==> run_1/layers.png <==
Scale: 4 px per µm.
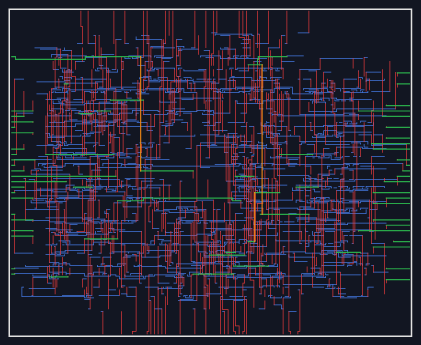
==> run_1/gates.png <==
Scale: 4 px per µm.
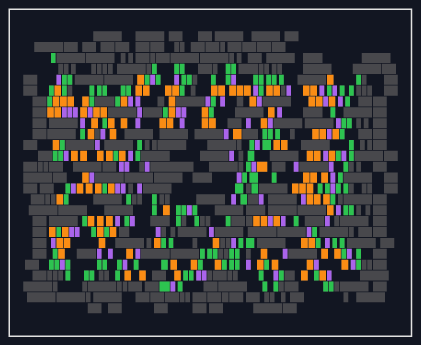
==> run_1/clock_nets.png <==
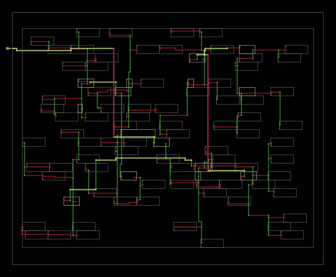
**config.mk**
```make
export PLATFORM = sky130hd
export DESIGN_NAME = alu_result_skid_flat
export DESIGN_NICKNAME = d
export VERILOG_FILES = /design/src/rtl/alu_result_skid_if.sv /design/src/rtl/alu_result_skid.sv /design/src/flat_wrapper.sv
export SDC_FILE = /design/constraint.sdc
export NUM_CORES = 1
export LEC_CHECK = 0
export ABC_AREA = 1
export CORE_ASPECT_RATIO = 0.8
export CORE_MARGIN = 3
export CORE_UTILIZATION = 54
export CTS_CLUSTER_SIZE = 16
export DETAILED_ROUTE_END_ITERATION = 10
export PLACE_DENSITY = 0.85
export SETUP_SLACK_MARGIN = 0.02
export SLEW_MARGIN = 5
export SYNTH_ARGS = -nofsm -noshare
export SYNTH_HDL_FRONTEND = slang
export SYNTH_SLANG_ARGS = --single-unit
```
**constraint.sdc**
```tcl
create_clock -name clk_i -period 4.2 [get_ports clk_i]
set_input_delay 0.84 -clock clk_i [delete_from_list [all_inputs] [get_ports clk_i]]
set_output_delay 0.84 -clock clk_i [all_outputs]
set_load 0.02 [all_outputs]
```
**src/rtl/alu_result_skid_if.sv**
```systemverilog
// alu_result_skid_if: handshake and data bundle between the ALU, the
// execute-to-memory skid stage and the memory/writeback stage.
// master = the environment around the stage, slave = the stage itself.
interface alu_result_skid_if #(
    parameter int DATA_WIDTH     = 32,
    parameter int REG_ADDR_WIDTH = 5
);
    logic                      in_valid_i;
    logic                      in_ready_o;
    logic [DATA_WIDTH-1:0]     alu_data_i;
    logic                      alu_zero_i;
    logic                      alu_negative_i;
    logic [REG_ADDR_WIDTH-1:0] rd_addr_i;
    logic                      reg_write_i;
    logic [1:0]                br_type_i;
    logic                      flush_i;
    logic                      out_valid_o;
    logic                      out_ready_i;
    logic [DATA_WIDTH-1:0]     out_data_o;
    logic [REG_ADDR_WIDTH-1:0] out_rd_addr_o;
    logic                      out_reg_write_o;
    logic                      out_branch_taken_o;

    modport master (
        output in_valid_i, alu_data_i, alu_zero_i, alu_negative_i,
               rd_addr_i, reg_write_i, br_type_i, flush_i, out_ready_i,
        input  in_ready_o, out_valid_o, out_data_o, out_rd_addr_o,
               out_reg_write_o, out_branch_taken_o
    );

    modport slave (
        input  in_valid_i, alu_data_i, alu_zero_i, alu_negative_i,
               rd_addr_i, reg_write_i, br_type_i, flush_i, out_ready_i,
        output in_ready_o, out_valid_o, out_data_o, out_rd_addr_o,
               out_reg_write_o, out_branch_taken_o
    );
endinterface

```
**src/rtl/alu_result_skid.sv**
```systemverilog
// alu_result_skid: execute-to-memory stage behind the ALU. Captures the ALU
// result, destination tag and resolved branch condition into a 2-entry skid
// buffer (main + skid) so the valid/ready handshake keeps full throughput
// under backpressure without dropping results.
// Optional feature: define ALU_RESULT_SKID_STALL_CNT_EN to add stall_cnt_o,
// a saturating count of cycles where the output was valid but not accepted.
module alu_result_skid #(
    parameter int DATA_WIDTH     = 32,
    parameter int REG_ADDR_WIDTH = 5
) (
    input  logic                clk_i,
    input  logic                rst_ni,
    alu_result_skid_if.slave    bus
`ifdef ALU_RESULT_SKID_STALL_CNT_EN
    ,
    output logic [15:0]         stall_cnt_o
`endif
);

    typedef enum logic [1:0] {
        EMPTY = 2'd0,
        ONE   = 2'd1,
        TWO   = 2'd2
    } state_e;

    typedef struct packed {
        logic [DATA_WIDTH-1:0]     data;
        logic [REG_ADDR_WIDTH-1:0] rd;
        logic                      we;
        logic                      taken;
    } entry_t;

    state_e state_q, state_d;
    entry_t main_q, main_d;
    entry_t skid_q, skid_d;
    entry_t in_entry;
    logic   in_ready;
    logic   out_valid;
    logic   in_xfer;
    logic   out_xfer;

    // Ready depends only on the skid slot being free, so it never loops
    // combinationally through the downstream ready.
    assign in_ready  = rst_ni & (state_q != TWO);
    assign out_valid = (state_q != EMPTY);
    assign in_xfer   = bus.in_valid_i & in_ready;
    assign out_xfer  = out_valid & bus.out_ready_i;

    assign bus.in_ready_o         = in_ready;
    assign bus.out_valid_o        = out_valid;
    assign bus.out_data_o         = main_q.data;
    assign bus.out_rd_addr_o      = main_q.rd;
    assign bus.out_reg_write_o    = out_valid & main_q.we;
    assign bus.out_branch_taken_o = out_valid & main_q.taken;

    // Package the incoming result and resolve its branch from the ALU flags.
    always_comb begin
        in_entry.data  = bus.alu_data_i;
        in_entry.rd    = bus.rd_addr_i;
        in_entry.we    = bus.reg_write_i;
        in_entry.taken = 1'b0;
        case (bus.br_type_i)
            2'b01:   in_entry.taken = bus.alu_zero_i;
            2'b10:   in_entry.taken = ~bus.alu_zero_i;
            2'b11:   in_entry.taken = bus.alu_negative_i;
            default: in_entry.taken = 1'b0;
        endcase
    end

    // Next-state and entry moves; a flush empties the buffer but leaves the
    // main fields alone so out_data_o keeps its last value.
    always_comb begin
        state_d = state_q;
        main_d  = main_q;
        skid_d  = skid_q;
        if (bus.flush_i) begin
            state_d = EMPTY;
        end else begin
            case (state_q)
                EMPTY: begin
                    if (in_xfer) begin
                        main_d  = in_entry;
                        state_d = ONE;
                    end
                end
                ONE: begin
                    if (in_xfer && out_xfer) begin
                        main_d = in_entry;
                    end else if (in_xfer) begin
                        skid_d  = in_entry;
                        state_d = TWO;
                    end else if (out_xfer) begin
                        state_d = EMPTY;
                    end
                end
                TWO: begin
                    if (out_xfer) begin
                        main_d  = skid_q;
                        state_d = ONE;
                    end
                end
                default: state_d = EMPTY;
            endcase
        end
    end

    // State and both entries, cleared to zero by reset.
    always_ff @(posedge clk_i) begin
        if (!rst_ni) begin
            state_q <= EMPTY;
            main_q  <= '0;
            skid_q  <= '0;
        end else begin
            state_q <= state_d;
            main_q  <= main_d;
            skid_q  <= skid_d;
        end
    end

`ifdef ALU_RESULT_SKID_STALL_CNT_EN
    logic [15:0] stall_cnt_q, stall_cnt_d;

    // Count stalled cycles, saturating; flush does not touch the count.
    always_comb begin
        stall_cnt_d = stall_cnt_q;
        if (out_valid && !bus.out_ready_i && (stall_cnt_q != 16'hFFFF)) begin
            stall_cnt_d = stall_cnt_q + 16'd1;
        end
    end

    // Stall counter register.
    always_ff @(posedge clk_i) begin
        if (!rst_ni) begin
            stall_cnt_q <= 16'd0;
        end else begin
            stall_cnt_q <= stall_cnt_d;
        end
    end

    assign stall_cnt_o = stall_cnt_q;
`endif

endmodule

```
**src/flat_wrapper.sv**
```systemverilog
// flat-port wrapper written by rule: the top's interface ports become plain ports
module alu_result_skid_flat 
#(
    parameter int DATA_WIDTH     = 32,
    parameter int REG_ADDR_WIDTH = 5
)
  (clk_i, rst_ni, bus_in_valid_i, bus_alu_data_i, bus_alu_zero_i, bus_alu_negative_i, bus_rd_addr_i, bus_reg_write_i, bus_br_type_i, bus_flush_i, bus_out_ready_i, bus_in_ready_o, bus_out_valid_o, bus_out_data_o, bus_out_rd_addr_o, bus_out_reg_write_o, bus_out_branch_taken_o);
  alu_result_skid_if #(.DATA_WIDTH(DATA_WIDTH), .REG_ADDR_WIDTH(REG_ADDR_WIDTH)) bus_i ();
  input  logic clk_i;
  input  logic rst_ni;
  input wire logic [$bits(bus_i.in_valid_i)-1:0] bus_in_valid_i;
  input wire logic [$bits(bus_i.alu_data_i)-1:0] bus_alu_data_i;
  input wire logic [$bits(bus_i.alu_zero_i)-1:0] bus_alu_zero_i;
  input wire logic [$bits(bus_i.alu_negative_i)-1:0] bus_alu_negative_i;
  input wire logic [$bits(bus_i.rd_addr_i)-1:0] bus_rd_addr_i;
  input wire logic [$bits(bus_i.reg_write_i)-1:0] bus_reg_write_i;
  input wire logic [$bits(bus_i.br_type_i)-1:0] bus_br_type_i;
  input wire logic [$bits(bus_i.flush_i)-1:0] bus_flush_i;
  input wire logic [$bits(bus_i.out_ready_i)-1:0] bus_out_ready_i;
  output wire logic [$bits(bus_i.in_ready_o)-1:0] bus_in_ready_o;
  output wire logic [$bits(bus_i.out_valid_o)-1:0] bus_out_valid_o;
  output wire logic [$bits(bus_i.out_data_o)-1:0] bus_out_data_o;
  output wire logic [$bits(bus_i.out_rd_addr_o)-1:0] bus_out_rd_addr_o;
  output wire logic [$bits(bus_i.out_reg_write_o)-1:0] bus_out_reg_write_o;
  output wire logic [$bits(bus_i.out_branch_taken_o)-1:0] bus_out_branch_taken_o;
  assign bus_i.in_valid_i = bus_in_valid_i;
  assign bus_i.alu_data_i = bus_alu_data_i;
  assign bus_i.alu_zero_i = bus_alu_zero_i;
  assign bus_i.alu_negative_i = bus_alu_negative_i;
  assign bus_i.rd_addr_i = bus_rd_addr_i;
  assign bus_i.reg_write_i = bus_reg_write_i;
  assign bus_i.br_type_i = bus_br_type_i;
  assign bus_i.flush_i = bus_flush_i;
  assign bus_i.out_ready_i = bus_out_ready_i;
  assign bus_in_ready_o = bus_i.in_ready_o;
  assign bus_out_valid_o = bus_i.out_valid_o;
  assign bus_out_data_o = bus_i.out_data_o;
  assign bus_out_rd_addr_o = bus_i.out_rd_addr_o;
  assign bus_out_reg_write_o = bus_i.out_reg_write_o;
  assign bus_out_branch_taken_o = bus_i.out_branch_taken_o;
  alu_result_skid #(.DATA_WIDTH(DATA_WIDTH), .REG_ADDR_WIDTH(REG_ADDR_WIDTH)) u_core (.clk_i(clk_i), .rst_ni(rst_ni), .bus(bus_i));
endmodule
```
==> results_slide.txt, run 1 <==
Implementation Results

Layout
  – Post-Route Utilization: 0.692
  – Number of fill cells: 586
  – Largest cell class by area: sequential cells
  – Number of diodes: 0
  – Most instantiated logic cells after routing: 130 x nand2_1, 95 x nor2_1, 86 x clkdlybuf4s50_1, 84 x inv_1, 80 x dfxtp_1
  – Flop count: 80
  – Share of layout cells above drive strength 1: 0.0388
  – Invs w/o clock: 86
  – Reg area: 1600 µm²
  – Max reg flops: 39
  – Clock network area share: 0.0406
  – Logic area: 1470 µm²
  – NonClk Buf Share: 0.198
  – Comb_multi_in: 346
  – Clk_buf instances: 11
  – Largest register by flop count: u_core.skid_q
  – Non-Clock Buffer Count: 91
  – Sequential share of cell area: 0.349
  – Area grow syn2layout: 19.8%
  – Layout Nets: 661

Flow run
  – Tool warning count: 26
  – # Max-Cap Violations: 0

Synth
  – Yosys cell count: 582
  – Synth cell types: 20
  – Yosys top cell by area: dfxtp_1
  – #FFs+latches synth: 80
  – Top-area cell share: 0.418
  – Seq/Total Area, Yosys: 0.418
  – Syn Area/Cell: 6.58 µm²
  – Top area cell types: dfxtp_1 42%, nand2_1 13%, nor2_1 9.3%
  – Number of enable flip-flop cells: 0
  – Post-synth top cells: 131 x nand2_1, 95 x nor2_1, 84 x inv_1, 80 x dfxtp_1, 39 x o21ai_1
  – Ys flop type: dfxtp_1
  – Synth Net Count: 629
  – Mapped Cells: 582
  – Async SR Flop Fraction: 0
  – Synth Cell Area: 3830 µm²
  – Yosys stat chip area: 3830 µm²
  – Synth top cell by count: nand2_1
  – Ys Warns: 0

Final timing
  – Final Hold Fails: 0
  – Measured slew at the worst slew-check pin: 791 ps
  – Setup Viol. Count Final: 0
  – Fin crit period: 2790 ps
  – Period utilization: 0.664
  – Setup TNS: 0 ps
  – Max-slew violation count: 0
  – RSZ-0062 raised after global routing: false
  – Clk_skew: 6.95 ps
  – Rel. slew slack: 0.471
  – Peak Freq: 359 MHz

Pwr
  – Internal Power: 1200 µW
  – Worst VDD drop: 0.226 mV
  – Leakage: 0.00202 µW
  – Pwr/cell area: 349 nW/µm²
  – Seq pwr share: 0.501
  – Power Sequential: 803 µW
  – Clk network pwr share: 0.341
  – Comb pwr share: 0.158
  – Sw Ratio: 0.253
  – NetSw: 405 µW
  – Power Combinational: 253 µW
  – Top Consumer: registers

Min path
  – HP Start: u_core.skid_q[14]
  – Hold endpoint: u_core.skid_q[14]
  – HP Class: reg -> reg
  – Hold depth: 2

Detailed routing
  – Routed vias/inst: 4.73
  – Metal-1 WL: 3370 µm
  – DRC violations left: 0
  – Final antenna-violating net count: 0
  – Drt initial violations: 103
  – Top Layer Used: met4
  – First drt pass iteration count: 4
  – DR WL met2: 3770 µm
  – Met3 wire length: 466 µm

Worst setup path
  – Nature of the critical path endpoint: output pin
  – R2R depth: 11
  – Crit Path Max Fanout: 21
  – CP Data Required Time: 3360 ps
  – Setup slack, reg-to-reg: 1590 ps
  – Critical path class: in -> out
  – Worst Path Arrival: 1950 ps
  – R2R Path End: u_core.bus.out_data_o[10]
  – Crit start category: input pin
  – Worst R2R Start: u_core.state_q[0]
  – Worst setup path endpoint: bus_in_ready_o
  – Crit path from: rst_ni

Floorplan
  – Die width: 100 µm
  – Die Size: 8150 µm²
  – # Taps: 84
  – # IOs: 88
  – Area of the core: 6640 µm²
  – FP Rows: 26
  – Fp util: 0.577
  – Chip Height: 81.4 µm

Clocking
  – H-tree level count: 3
  – Worst-path clk slew: 70 ps
  – CTS Buffer Depth: 2
  – CTS tree: yes
  – Resized cells post-CTS: 0
  – Worst-skew pair later-pin latency: 350 ps
  – CTS sink cnt: 80
  – Post-CTS Hold Fix Bufs: 0
  – Post-CTS Setup Bufs: 0
  – Root buffer cell: clkbuf_8

Global route
  – Met1 usage: 0.228
  – Wire length of the first global-routing pass: 12900 µm
  – Grt peak-use layer: met2
  – Met3 Track Usage GR: 0.0609
  – Vias in the first global route: 2994
  – GR Util met2: 0.349
  – Total congestion overflow: 0
  – Initial antenna violation count: 0
  – Largest net degree at the start of global routing: 76

Outcome
  – Status: complete, no violations

Placement
  – RePlAce Congestion: 0.784
  – PortBufs: 87
  – HPWL after detailed placement: 5250 µm
Back to the opening pictures, layers.png:
M1 -> blue  # wire length 3370 µm
M4 -> orange  # wire length 78.2 µm
M3 -> green  # wire length 466 µm
M2 -> red  # wire length 3770 µm
Tot GR Track Use: 0.196
DR vias: 3317
Total Wirelength: 7690 µm
DR WL/cell: 11.0 µm

Back to the opening pictures, gates.png:
inv cells -> purple  # cells 86, most used inv_1
aoi and oai cells -> orange  # cells 111, most used o21ai_1
nand cells -> green  # cells 139, most used nand2_1, where spread over the die
most used logic cell in the final layout: nand2_1
logic gate fraction of the total cell area: 0.320
final non-filler cell total: 702

Back to the opening pictures, clock_nets.png:
Clk power: 545 µW
TritonCTS buffer count: 9

-- run 1: cells by family (layout without fill, tap and decap cells) --
family / Yosys count / count (layout) / share of synthesized area
AND-OR/OR-AND: 111 / 111 / 0.146
AND/OR/NAND/NOR: 235 / 235 / 0.236
flip-flops: 80 / 80 / 0.418
buffers and inverters: 156 / 192 / 0.200
-- run 1: metrics by stage --
stage          cell area (µm²)  worst slack, ps  instances  power [µW]  hold WS, ps
3_3_place_gp              4410             1360        687        1070          434
3_5_place_dp              4410             1300        687        1070          440
2_1_floorplan             3830             1730        582         992          425
5_1_grt                   4590             1290        702        1680          468
4_1_cts                   4590             1400        702        1620          451
6_report                  4590             1410        702        1600          447
-- run 1: critical path: stages --
cell             delay (ps)
buf_2                   320
inv_1                    70
nor2_1                  110
clkdlybuf4s50_1         610
--- run 2 (diff from run 1) ---
--- a/config.mk
+++ b/config.mk
@@ -8,10 +8,10 @@
 export ABC_AREA = 1
 export CORE_ASPECT_RATIO = 0.8
 export CORE_MARGIN = 3
-export CORE_UTILIZATION = 54
+export CORE_UTILIZATION = 45
 export CTS_CLUSTER_SIZE = 16
 export DETAILED_ROUTE_END_ITERATION = 10
-export PLACE_DENSITY = 0.85
+export PLACE_DENSITY = 0.76
 export SETUP_SLACK_MARGIN = 0.02
 export SLEW_MARGIN = 5
 export SYNTH_ARGS = -nofsm -noshare
==> constraint.sdc (replaced) <==
create_clock -name clk_i -period 2.3 [get_ports clk_i]
set_input_delay 0.46 -clock clk_i [delete_from_list [all_inputs] [get_ports clk_i]]
set_output_delay 0.46 -clock clk_i [all_outputs]
set_load 0.02 [all_outputs]
==> run_2/gates.png <==
Scale: 3 px per µm.
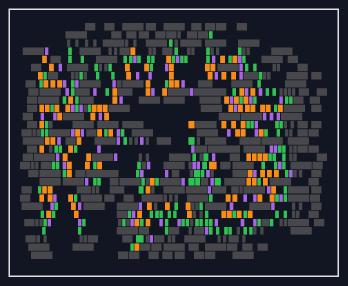
inv cells -> purple  # cells 86, most used inv_1
aoi and oai cells -> orange  # cells 111, most used o21ai_1
nand cells -> green  # cells 139, most used nand2_1, where spread over the die
final non-filler cell total: 730
logic gate fraction of the total cell area: 0.310

==> run_2/layers.png <==
Scale: 3 px per µm.
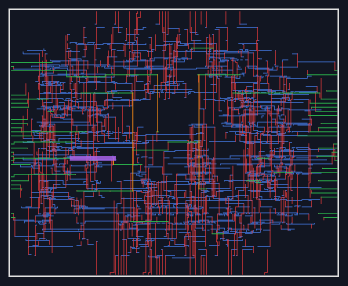
M3 -> green  # wire length 543 µm
M1 -> blue  # wire length 3530 µm
M4 -> orange  # wire length 91.8 µm
M2 -> red  # wire length 3600 µm
M5 -> purple  # wire length 13.8 µm
Tot GR Track Use: 0.173
DR WL/cell: 10.6 µm
DR vias: 3344
Total Wirelength: 7770 µm

==> results_slide.txt, run 2 <==
Implementation Results

Clocking
  – CTS tree: yes (unchanged)
  – CTS sink cnt: 80 (unchanged)
  – Resized cells post-CTS: 0 (unchanged)
  – CTS Buffer Depth: 2 (unchanged)
  – H-tree level count: 3 (unchanged)
  – Worst-path clk slew: 80 ps (was 70 ps)
  – Worst-skew pair later-pin latency: 340 ps (was 350 ps)

Global route
  – Vias in the first global route: 3145 (was 2994)
  – Initial antenna violation count: 1 (was 0)
  – Wire length of the first global-routing pass: 13500 µm (was 12900 µm)
  – GR Util met2: 0.302 (was 0.349)
  – Met3 Track Usage GR: 0.0547 (was 0.0609)
  – Total congestion overflow: 0 (unchanged)
  – Met1 usage: 0.210 (was 0.228)

Layout
  – Largest cell class by area: sequential cells (unchanged)
  – Post-Route Utilization: 0.584 (was 0.692)
  – Comb_multi_in: 346 (unchanged)
  – Design area: 4730 µm² (was 4590 µm²)
  – Number of diodes: 0 (unchanged)
  – Flop count: 80 (unchanged)
  – Logic area: 1470 µm² (unchanged)
  – Non-Clock Buffer Count: 94 (was 91)
  – Layout Nets: 664 (was 661)
  – Share of layout cells above drive strength 1: 0.0450 (was 0.0388)
  – Clk_buf instances: 11 (unchanged)
  – Clock network area share: 0.0519 (was 0.0406)
  – Number of fill cells: 763 (was 586)
  – Max reg flops: 39 (unchanged)
  – Invs w/o clock: 86 (unchanged)
  – Most instantiated logic cells after routing: 130 x nand2_1, 95 x nor2_1, 86 x clkdlybuf4s50_1, 84 x inv_1, 80 x dfxtp_1 (unchanged)

Detailed routing
  – Top Layer Used: met5 (was met4)
  – DR WL met2: 3600 µm (was 3770 µm)
  – Routed vias/inst: 4.58 (was 4.73)
  – Met3 wire length: 542 µm (was 466 µm)
  – DRC violations left: 0 (unchanged)
  – First drt pass iteration count: 4 (unchanged)
  – Metal-1 WL: 3530 µm (was 3370 µm)
  – Final antenna-violating net count: 0 (unchanged)

Synth
  – #FFs+latches synth: 80 (unchanged)
  – Top area cell types: dfxtp_1 42%, nand2_1 13%, nor2_1 9.3% (unchanged)
  – Top-area cell share: 0.418 (unchanged)
  – Yosys stat chip area: 3830 µm² (unchanged)
  – Number of enable flip-flop cells: 0 (unchanged)
  – Mapped Cells: 582 (unchanged)
  – Post-synth top cells: 131 x nand2_1, 95 x nor2_1, 84 x inv_1, 80 x dfxtp_1, 39 x o21ai_1 (unchanged)
  – AND-OR/OR-AND Cells, Area Fraction: 0.146 (unchanged)
  – Ys Warns: 0 (unchanged)
  – Seq/Total Area, Yosys: 0.418 (unchanged)
  – Multiplexer share: 0 (unchanged)
  – Synth top cell by count: nand2_1 (unchanged)
  – Synth Net Count: 629 (unchanged)
  – Simple-Gate Area Share: 0.236 (unchanged)
  – Synth Cell Area: 3830 µm² (unchanged)
  – Post-synthesis xor/xnor area fraction: 0 (unchanged)
  – Ys flop type: dfxtp_1 (unchanged)
  – Synth logic family: simple AND/OR/NAND/NOR gates (unchanged)
  – Synth cell types: 20 (unchanged)

Floorplan
  – # IOs: 88 (unchanged)
  – FP Rows: 29 (was 26)
  – Die width: 109 µm (was 100 µm)
  – Die Size: 9670 µm² (was 8150 µm²)
  – # Taps: 108 (was 84)
  – Area of the core: 8090 µm² (was 6640 µm²)
  – Chip Height: 88.5 µm (was 81.4 µm)

Placement
  – Pre-CTS setup slack: 245 ps (was 1300 ps)
  – PortBufs: 87 (unchanged)
  – Placed instance area: 4480 µm² (was 4410 µm²)
  – HPWL after detailed placement: 5370 µm (was 5250 µm)
  – RePlAce Congestion: 0.793 (was 0.784)
  – Placed Cells: 714 (was 687)

Final timing
  – Final Hold Fails: 0 (unchanged)
  – Measured slew at the worst slew-check pin: 651 ps (was 791 ps)
  – Max-slew violation count: 0 (unchanged)
  – Fin crit period: 2150 ps
  – Rel. slew slack: 0.566 (was 0.471)
  – Setup TNS: 0 ps (unchanged)
  – Setup Viol. Count Final: 0 (unchanged)
  – Period utilization: 0.937
  – WHS: 451 ps (was 447 ps)
  – RSZ-0062 raised after global routing: false (unchanged)
  – Peak Freq: 464 MHz
  – Clk_skew: 6.51 ps (was 6.95 ps)
  – Final setup margin: 145 ps (was 1410 ps)

Min path
  – HP Class: reg -> reg (unchanged)

Flow run
  – # Max-Cap Violations: 0 (unchanged)

Worst setup path
  – Most frequent cell on the critical path: nor2_1
  – Crit Path Max Fanout: 5 (was 21)
  – Cell Chain, Critical Path: nor2_1 -> nor2_1 -> clkdlybuf4s50_1 (was buf_2 -> inv_1 -> nor2_1 -> clkdlybuf4s50_1)
  – Highest-delay cell along the critical path: clkdlybuf4s50_1 (unchanged)
  – Nature of the critical path endpoint: output pin (unchanged)
  – Buffers & Inverters on Critical Path: 1 (was 3)
  – Worst Path Arrival: 1690 ps (was 1950 ps)
  – Cell family with most CP delay: buffers and inverters (unchanged)
  – CP Data Required Time: 1840 ps (was 3360 ps)
  – Crit start category: register (was input pin)

Outcome
  – Status: complete, no violations (unchanged)

Pwr
  – Leakage: 0.00207 µW (was 0.00202 µW)
  – Final Power: 3180 µW (was 1600 µW)
## run 2: cell types whose count changed in the layout (fill, tap and decap cells not counted)
cell,previous run,this run
clkinv_2,3,1
clkinv_4,0,1
buf_12,1,3
bufinv_16,1,3
buf_4,3,4
## run 2: path summary, 6_finish.rpt
path	from	to	slack [ps]	cells after the start
max	u_core.state_q[0]	bus_out_reg_write_o	150	3
min reg2reg	u_core.skid_q[37]	u_core.skid_q[37]	450	2
min	u_core.skid_q[37]	u_core.skid_q[37]	450	2
max reg2reg	u_core.state_q[0]	u_core.skid_q[9]	620	7
## run 2: where the power goes
group / leakage, µW / switching (µW) / total, µW / internal (µW)
clock network: 0.000124 / 492 / 1240 / 751
logic: 0.00130 / 237 / 467 / 231
registers: 0.000650 / 25.8 / 1460 / 1440
total: 0.00207 / 754 / 3180 / 2420
No activity file was given, so power comes from the tool's default toggle rates.
